==> src/rtl/sccb_pkg.sv <==
// Shared SCCB responder types and constants.
// The optional read path is enabled by defining SCCB_READ_EN.
package sccb_pkg;
  localparam logic       SCCB_ACK    = 1'b0;
  localparam logic       SCCB_NACK   = 1'b1;
  localparam logic [7:0] SCCB_DEF_ID = 8'h42;

  localparam int BIT_CNT_W = 4;
  localparam logic [BIT_CNT_W-1:0] BYTE_BITS = 4'd8;

  typedef logic [3:0] sccb_state_t;
  localparam sccb_state_t ST_IDLE      = 4'd0;
  localparam sccb_state_t ST_ID        = 4'd1;
  localparam sccb_state_t ST_ID_ACK    = 4'd2;
  localparam sccb_state_t ST_SUB       = 4'd3;
  localparam sccb_state_t ST_SUB_ACK   = 4'd4;
  localparam sccb_state_t ST_WDATA     = 4'd5;
  localparam sccb_state_t ST_WDATA_ACK = 4'd6;
  localparam sccb_state_t ST_RDATA     = 4'd7;
  localparam sccb_state_t ST_RDATA_ACK = 4'd8;
  localparam sccb_state_t ST_IGNORE    = 4'd9;
endpackage

==> src/rtl/sccb_responder_if.sv <==
// SCCB pad and host register-port bundle.
// slave = responder side, master = bus/host side.
interface sccb_responder_if;
  import sccb_pkg::*;
  logic       scl_i;
  logic       sda_i;
  logic       sda_oe;
  logic       wr_valid;
  logic [7:0] wr_addr;
  logic [7:0] wr_data;
  logic [7:0] rd_addr;
  logic [7:0] rd_data;
  logic       busy;

  modport slave (
    input  scl_i, sda_i, rd_addr,
    output sda_oe, wr_valid, wr_addr,
    output wr_data, rd_data, busy
  );
  modport master (
    output scl_i, sda_i, rd_addr,
    input  sda_oe, wr_valid, wr_addr,
    input  wr_data, rd_data, busy
  );
endinterface

==> src/rtl/sccb_line_filter.sv <==
// Pad synchronizer, majority-free run-length glitch filter and
// edge pulses; a level change needs FILT_LEN identical samples.
module sccb_line_filter
  import sccb_pkg::*;
#(
  parameter int FILT_LEN = 3
) (
  input  logic clk,
  input  logic rst,
  input  logic din,
  output logic level,
  output logic rise,
  output logic fall
);
  localparam logic [3:0] LIM = 4'(FILT_LEN - 1);

  logic       s0;
  logic       s1;
  logic [3:0] cnt;

  always_ff @(posedge clk) begin
    s0 <= din;
    s1 <= s0;
  end

  // In reset the level tracks the pad so release makes no edge.
  always_ff @(posedge clk) begin
    if (rst) begin
      level <= s1;
      cnt   <= '0;
      rise  <= 1'b0;
      fall  <= 1'b0;
    end else begin
      rise <= 1'b0;
      fall <= 1'b0;
      if (s1 == level) begin
        cnt <= '0;
      end else if (cnt == LIM) begin
        level <= s1;
        cnt   <= '0;
        rise  <= s1;
        fall  <= ~s1;
      end else begin
        cnt <= cnt + 4'd1;
      end
    end
  end
endmodule

==> src/rtl/sccb_responder.sv <==
// SCCB/I2C target with a 256x8 register file and host read port.
// Define SCCB_READ_EN to build the read ID and RDATA path.
module sccb_responder
  import sccb_pkg::*;
#(
  parameter logic [7:0] DEV_ID   = SCCB_DEF_ID,
  parameter int         FILT_LEN = 3
) (
  input  logic              CLK,
  input  logic              RST,
  sccb_responder_if.slave   bus
);
  logic scl_lvl, scl_rise, scl_fall;
  logic sda_lvl, sda_rise, sda_fall;

  sccb_line_filter #(.FILT_LEN(FILT_LEN)) u_scl (
    .clk(CLK), .rst(RST), .din(bus.scl_i),
    .level(scl_lvl), .rise(scl_rise), .fall(scl_fall)
  );
  sccb_line_filter #(.FILT_LEN(FILT_LEN)) u_sda (
    .clk(CLK), .rst(RST), .din(bus.sda_i),
    .level(sda_lvl), .rise(sda_rise), .fall(sda_fall)
  );

  // Coincident SCL/SDA edges are data, never START/STOP.
  logic scl_edge, start, stop;
  assign scl_edge = scl_rise | scl_fall;
  assign start = sda_fall & scl_lvl & ~scl_edge;
  assign stop  = sda_rise & scl_lvl & ~scl_edge;

  sccb_state_t          state;
  logic [BIT_CNT_W-1:0] bitcnt;
  logic [7:0]           shreg;
  logic [7:0]           ptr;
  logic                 sda_oe_q;
  logic                 busy_q;
  logic                 wr_valid_q;
  logic [7:0]           wr_addr_q;
  logic [7:0]           wr_data_q;
  logic [7:0]           rd_data_q;
`ifdef SCCB_READ_EN
  logic                 rd_mode;
  logic                 mack;
  logic [7:0]           rf_rd;
`endif

  logic [7:0] regfile [256];
  logic       sweeping;
  logic [7:0] clr_cnt;
  logic [7:0] byte_in;
  logic       commit;
  logic       rf_we;
  logic [7:0] rf_wa;
  logic [7:0] rf_wd;

  assign byte_in = {shreg[6:0], sda_lvl};
  assign commit  = ~RST & ~sweeping & scl_rise
                 & (state == ST_WDATA) & (bitcnt == 4'd7);
  assign rf_we   = sweeping | commit;
  assign rf_wa   = sweeping ? clr_cnt : ptr;
  assign rf_wd   = sweeping ? 8'h00 : byte_in;
`ifdef SCCB_READ_EN
  assign rf_rd   = regfile[ptr];
`endif

  always_ff @(posedge CLK) begin
    if (rf_we) regfile[rf_wa] <= rf_wd;
  end

  always_ff @(posedge CLK) begin
    if (RST) begin
      sweeping <= 1'b1;
      clr_cnt  <= '0;
    end else if (sweeping) begin
      clr_cnt <= clr_cnt + 8'd1;
      if (clr_cnt == 8'hFF) sweeping <= 1'b0;
    end
  end

  // Write-first host read; zero while the clear sweep runs.
  always_ff @(posedge CLK) begin
    if (RST || sweeping)
      rd_data_q <= '0;
    else if (commit && bus.rd_addr == ptr)
      rd_data_q <= byte_in;
    else
      rd_data_q <= regfile[bus.rd_addr];
  end

  always_ff @(posedge CLK) begin
    wr_valid_q <= 1'b0;
    if (RST) begin
      state     <= ST_IDLE;
      bitcnt    <= '0;
      shreg     <= '0;
      ptr       <= '0;
      sda_oe_q  <= 1'b0;
      busy_q    <= 1'b0;
      wr_addr_q <= '0;
      wr_data_q <= '0;
`ifdef SCCB_READ_EN
      rd_mode   <= 1'b0;
      mack      <= SCCB_NACK;
`endif
    end else if (start) begin
      state    <= ST_ID;
      bitcnt   <= '0;
      sda_oe_q <= 1'b0;
      busy_q   <= 1'b1;
    end else if (stop) begin
      state    <= ST_IDLE;
      sda_oe_q <= 1'b0;
      busy_q   <= 1'b0;
    end else begin
      case (state)
        ST_ID, ST_SUB, ST_WDATA: begin
          if (scl_rise) begin
            shreg  <= byte_in;
            bitcnt <= bitcnt + 4'd1;
          end
          if (commit) begin
            wr_valid_q <= 1'b1;
            wr_addr_q  <= ptr;
            wr_data_q  <= byte_in;
            ptr        <= ptr + 8'd1;
          end
          if (scl_fall && bitcnt == BYTE_BITS) begin
            bitcnt   <= '0;
            sda_oe_q <= ~SCCB_ACK;
            if (state == ST_SUB) begin
              ptr   <= shreg;
              state <= ST_SUB_ACK;
            end else if (state == ST_WDATA) begin
              state <= ST_WDATA_ACK;
            end else if (shreg == DEV_ID) begin
              state <= ST_ID_ACK;
`ifdef SCCB_READ_EN
              rd_mode <= 1'b0;
            end else if (shreg == (DEV_ID | 8'h01)) begin
              state   <= ST_ID_ACK;
              rd_mode <= 1'b1;
`endif
            end else begin
              state    <= ST_IGNORE;
              sda_oe_q <= ~SCCB_NACK;
            end
          end
        end
        ST_ID_ACK: begin
          if (scl_fall) begin
            bitcnt   <= '0;
            sda_oe_q <= 1'b0;
`ifdef SCCB_READ_EN
            if (rd_mode) begin
              state    <= ST_RDATA;
              shreg    <= rf_rd;
              sda_oe_q <= ~rf_rd[7];
            end else begin
              state <= ST_SUB;
            end
`else
            state <= ST_SUB;
`endif
          end
        end
        ST_SUB_ACK, ST_WDATA_ACK: begin
          if (scl_fall) begin
            bitcnt   <= '0;
            sda_oe_q <= 1'b0;
            state    <= ST_WDATA;
          end
        end
`ifdef SCCB_READ_EN
        ST_RDATA: begin
          if (scl_rise) bitcnt <= bitcnt + 4'd1;
          if (scl_fall) begin
            if (bitcnt == BYTE_BITS) begin
              bitcnt   <= '0;
              sda_oe_q <= 1'b0;
              ptr      <= ptr + 8'd1;
              state    <= ST_RDATA_ACK;
            end else begin
              sda_oe_q <= ~shreg[6];
              shreg    <= {shreg[6:0], 1'b0};
            end
          end
        end
        ST_RDATA_ACK: begin
          if (scl_rise) mack <= sda_lvl;
          if (scl_fall) begin
            if (mack == SCCB_ACK) begin
              state    <= ST_RDATA;
              bitcnt   <= '0;
              shreg    <= rf_rd;
              sda_oe_q <= ~rf_rd[7];
            end else begin
              state <= ST_IGNORE;
            end
          end
        end
`endif
        default: ;
      endcase
    end
  end

  // Reset releases the pad in the very cycle it is sampled.
  assign bus.sda_oe   = sda_oe_q & ~RST;
  assign bus.busy     = busy_q;
  assign bus.wr_valid = wr_valid_q;
  assign bus.wr_addr  = wr_addr_q;
  assign bus.wr_data  = wr_data_q;
  assign bus.rd_data  = rd_data_q;
endmodule

==> src/flat_wrapper.sv <==
// flat-port wrapper written by rule: the top's interface ports become plain ports
module sccb_responder_flat import sccb_pkg::*;
#(
  parameter logic [7:0] DEV_ID   = SCCB_DEF_ID,
  parameter int         FILT_LEN = 3
)
  (CLK, RST, bus_scl_i, bus_sda_i, bus_rd_addr, bus_sda_oe, bus_wr_valid, bus_wr_addr, bus_wr_data, bus_rd_data, bus_busy);
  sccb_responder_if bus_i ();
  input  logic CLK;
  input  logic RST;
  input wire logic [$bits(bus_i.scl_i)-1:0] bus_scl_i;
  input wire logic [$bits(bus_i.sda_i)-1:0] bus_sda_i;
  input wire logic [$bits(bus_i.rd_addr)-1:0] bus_rd_addr;
  output wire logic [$bits(bus_i.sda_oe)-1:0] bus_sda_oe;
  output wire logic [$bits(bus_i.wr_valid)-1:0] bus_wr_valid;
  output wire logic [$bits(bus_i.wr_addr)-1:0] bus_wr_addr;
  output wire logic [$bits(bus_i.wr_data)-1:0] bus_wr_data;
  output wire logic [$bits(bus_i.rd_data)-1:0] bus_rd_data;
  output wire logic [$bits(bus_i.busy)-1:0] bus_busy;
  assign bus_i.scl_i = bus_scl_i;
  assign bus_i.sda_i = bus_sda_i;
  assign bus_i.rd_addr = bus_rd_addr;
  assign bus_sda_oe = bus_i.sda_oe;
  assign bus_wr_valid = bus_i.wr_valid;
  assign bus_wr_addr = bus_i.wr_addr;
  assign bus_wr_data = bus_i.wr_data;
  assign bus_rd_data = bus_i.rd_data;
  assign bus_busy = bus_i.busy;
  sccb_responder #(.DEV_ID(DEV_ID), .FILT_LEN(FILT_LEN)) u_core (.CLK(CLK), .RST(RST), .bus(bus_i));
endmodule
==> config.mk <==
export PLATFORM = sky130hd
export DESIGN_NAME = sccb_responder_flat
export DESIGN_NICKNAME = d
export VERILOG_FILES = /design/src/rtl/sccb_pkg.sv /design/src/rtl/sccb_responder_if.sv /design/src/rtl/sccb_line_filter.sv /design/src/rtl/sccb_responder.sv /design/src/flat_wrapper.sv
export SDC_FILE = /design/constraint.sdc
export NUM_CORES = 2
export LEC_CHECK = 0
export CORE_MARGIN = 1.5
export CORE_UTILIZATION = 55
export DETAILED_ROUTE_END_ITERATION = 16
export PLACE_DENSITY = 0.71
export SLEW_MARGIN = 10
export SYNTH_ARGS = -nofsm -noshare
export SYNTH_HDL_FRONTEND = slang
export SYNTH_SLANG_ARGS = --single-unit
==> constraint.sdc <==
create_clock -name CLK -period 19.62 [get_ports CLK]
set_input_delay 3.924 -clock CLK [delete_from_list [all_inputs] [get_ports CLK]]
set_output_delay 3.924 -clock CLK [all_outputs]
set_load 0.02 [all_outputs]
==> qor.log <==
[synth] yosys adder share 0.00121
[clock_tree] Num Clock Sinks 2126
[place] instance area after placement 85400 um^2
[critical_path] critical path endpoint category output pin
[clock_tree] number of buffers added for setup after CTS 0
[critical_path] Worst Setup Start Kind primary input
[layout] Logic inverters 12
[synth] area share, top type 0.741
[synth] share of async-settable or async-resettable flops after synthesis 0
[power] Reg power frac 0.543
[synth] mux share 0.150
[routing] detailed router's first-iteration violation count 5178
[layout] buffer count excluding the clock tree in the final layout 119
[final_timing] Worst Slack Setup Final 10.60 ns
[synth] Synth Flop Type sky130_fd_sc_hd__edfxtp_1
[layout] most frequently placed logic cells in the final layout 2050 x sky130_fd_sc_hd__edfxtp_1, 437 x sky130_fd_sc_hd__mux4_2, 359 x sky130_fd_sc_hd__nor2_1
[final_timing] Tightest Pin Transition 1.43 ns
[floorplan] core area 150000 um^2
[routing] post-detailed-route wirelength per cell 30.7 um
[power] Power Density 98.3 nW/um^2
[clock_tree] CTS H-tree lvls 4
[layout] Flop area 63100 um^2
[critical_path] number of logic stages on the critical path including buffering 4
[final_timing] final total negative setup slack 0 ns
[synth] flops & latches, synth 2126
[clock_tree] total of cells resized after clock tree synthesis 0
[global_routing] via count of the first global-routing pass 41600
[place] pre-CTS WS 10.56 ns
[global_routing] aggregate global routing overflow 0
[place] Placer Congestion 0.862
[layout] post-layout net count 4336
[clock_tree] clock tree from TritonCTS built
[synth] yosys cell count 4253
[place] number of placed instances with taps included 6128
[final_timing] setup repair after global routing missed its margin no
[layout] final cell utilization of the core 0.613
[final_timing] final-report max-slew violation count 0
[power] internal power 7.19 mW
[power] static leakage power 31.3 nW
[layout] filler instances 10400
[synth] post-synthesis sequential area ratio 0.759
[synth] Compound Share, Synth 0.0342
[synth] Largest cells by area sky130_fd_sc_hd__edfxtp_1 74%, sky130_fd_sc_hd__mux4_2 12%, sky130_fd_sc_hd__mux2i_1 3.2%
[synth] Post-Syn Instances 4253
[synth] synthesized chip area reported by yosys 83100 um^2
[layout] Antenna Cells 1
[global_routing] maximum number of pins on one net before global-route repair 225
[layout] max reg flops 2048
[power] part of the power in combinational logic 0.030
[final_timing] Max-Slew Margin vs Limit 0.0383
[power] sum of internal, switching and leakage power 9.04 mW
[layout] clock buffer count in the final layout 253
[floorplan] die width 392 um
[critical_path] Register-to-Register Setup Slack 14.77 ns
[status] outcome completed
[synth] post-synthesis cell area 83100 um^2
[synth] most used standard cell by instance count after synthesis sky130_fd_sc_hd__edfxtp_1
[layout] synth-to-layout area growth 10.7%
[worst_hold_path] worst hold path depth 0
[synth] largest non-sequential cell family by area multiplexers
[power] sequential group power 4.91 mW
[place] half-perimeter wire length of the detailed placement result 118000 um
[power] net switching component of the power 1.85 mW
[synth] average footprint of a synthesized cell 19.5 um^2
[layout] multi-input gate share of total cell area 0.203
[place] I/O Buffers 38
[global_routing] gr usage total 0.264
[layout] share of post-route cells with drive strength above 1 0.185
[layout] largest register by flop count u_core.regfile
[clock_tree] clock edge transition at the registers on the reported setup and hold paths 0.06 ns
[critical_path] critical path cell sequence buf_2 -> buf_4 -> nor2b_1 -> clkdlybuf4s50_1
[floorplan] core utilization before placement 0.554
[floorplan] vertical die dimension 392 um
[power] combinational logic power 0.270 mW
## routing by layer
metal,up-vias,GRT usage,share of wire
met1,22100,0.379,0.39
li1,17500,-,-
met3,348,0.0549,0.099
met4,0,0.0961,0.036
met2,2376,0.407,0.48
met5,-,0,0
## worst max path at each step
stage | startpoint | endpoint | slack [ns]
floorplan | u_core.sweeping | u_core.regfile[0][0] | 10.90
detailed placement | bus_rd_addr[0] | u_core.bus.rd_data[7] | 10.56
global placement | bus_rd_addr[0] | u_core.bus.rd_data[0] | 10.40
CTS | RST | bus_sda_oe | 10.60
finish | RST | bus_sda_oe | 10.60
global route | RST | bus_sda_oe | 10.52
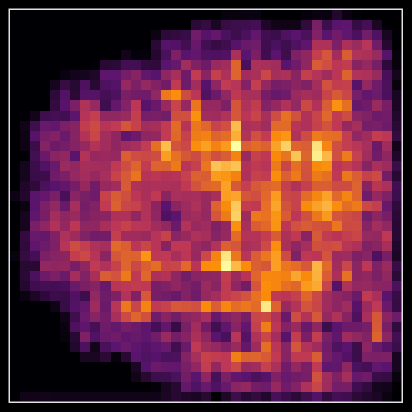
Fig. 1. Routed metal per tile.
Drawn at 1 px/um. 39 x 39 tiles, from black (low) to pale yellow (high), scaled to the fullest tile. Values are wire area over tile area, all layers added.
- emptiest ninth of the die: top left
- mean over tiles: 0.22
- tiles over half the peak: 27%

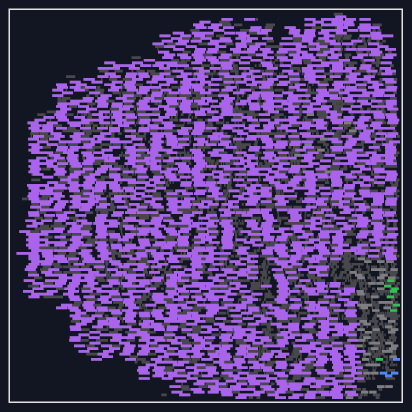
Fig. 2. Sequential cells coloured by netlist name.
Drawn at 1 px/um. Other sequential cells in the stronger grey, the rest of the logic in the fainter grey.
- u_core.bus.wr_data: green (placed flops 8; where bottom right)
- u_core.regfile: purple (placed flops 2048; where spread over the die)
- u_core.u_scl.cnt: blue (placed flops 4; where bottom right)

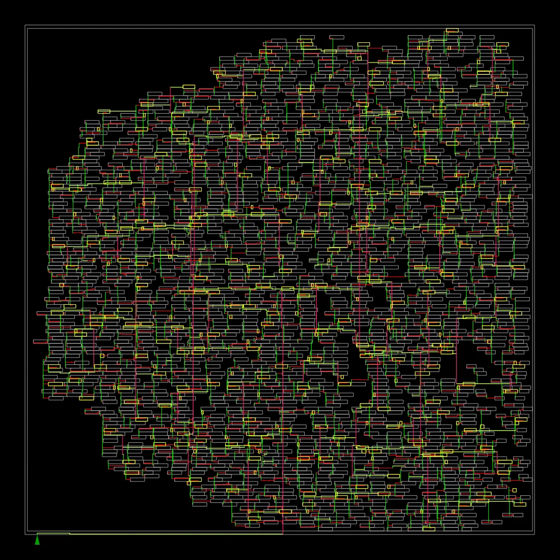
Fig. 3. Clock nets.
cts bufs inserted: 202
final setup skew: 0.0503 ns
power of the clock network: 3.86 mW

Power figures rest on the tool's default switching activity, not on a simulated workload.
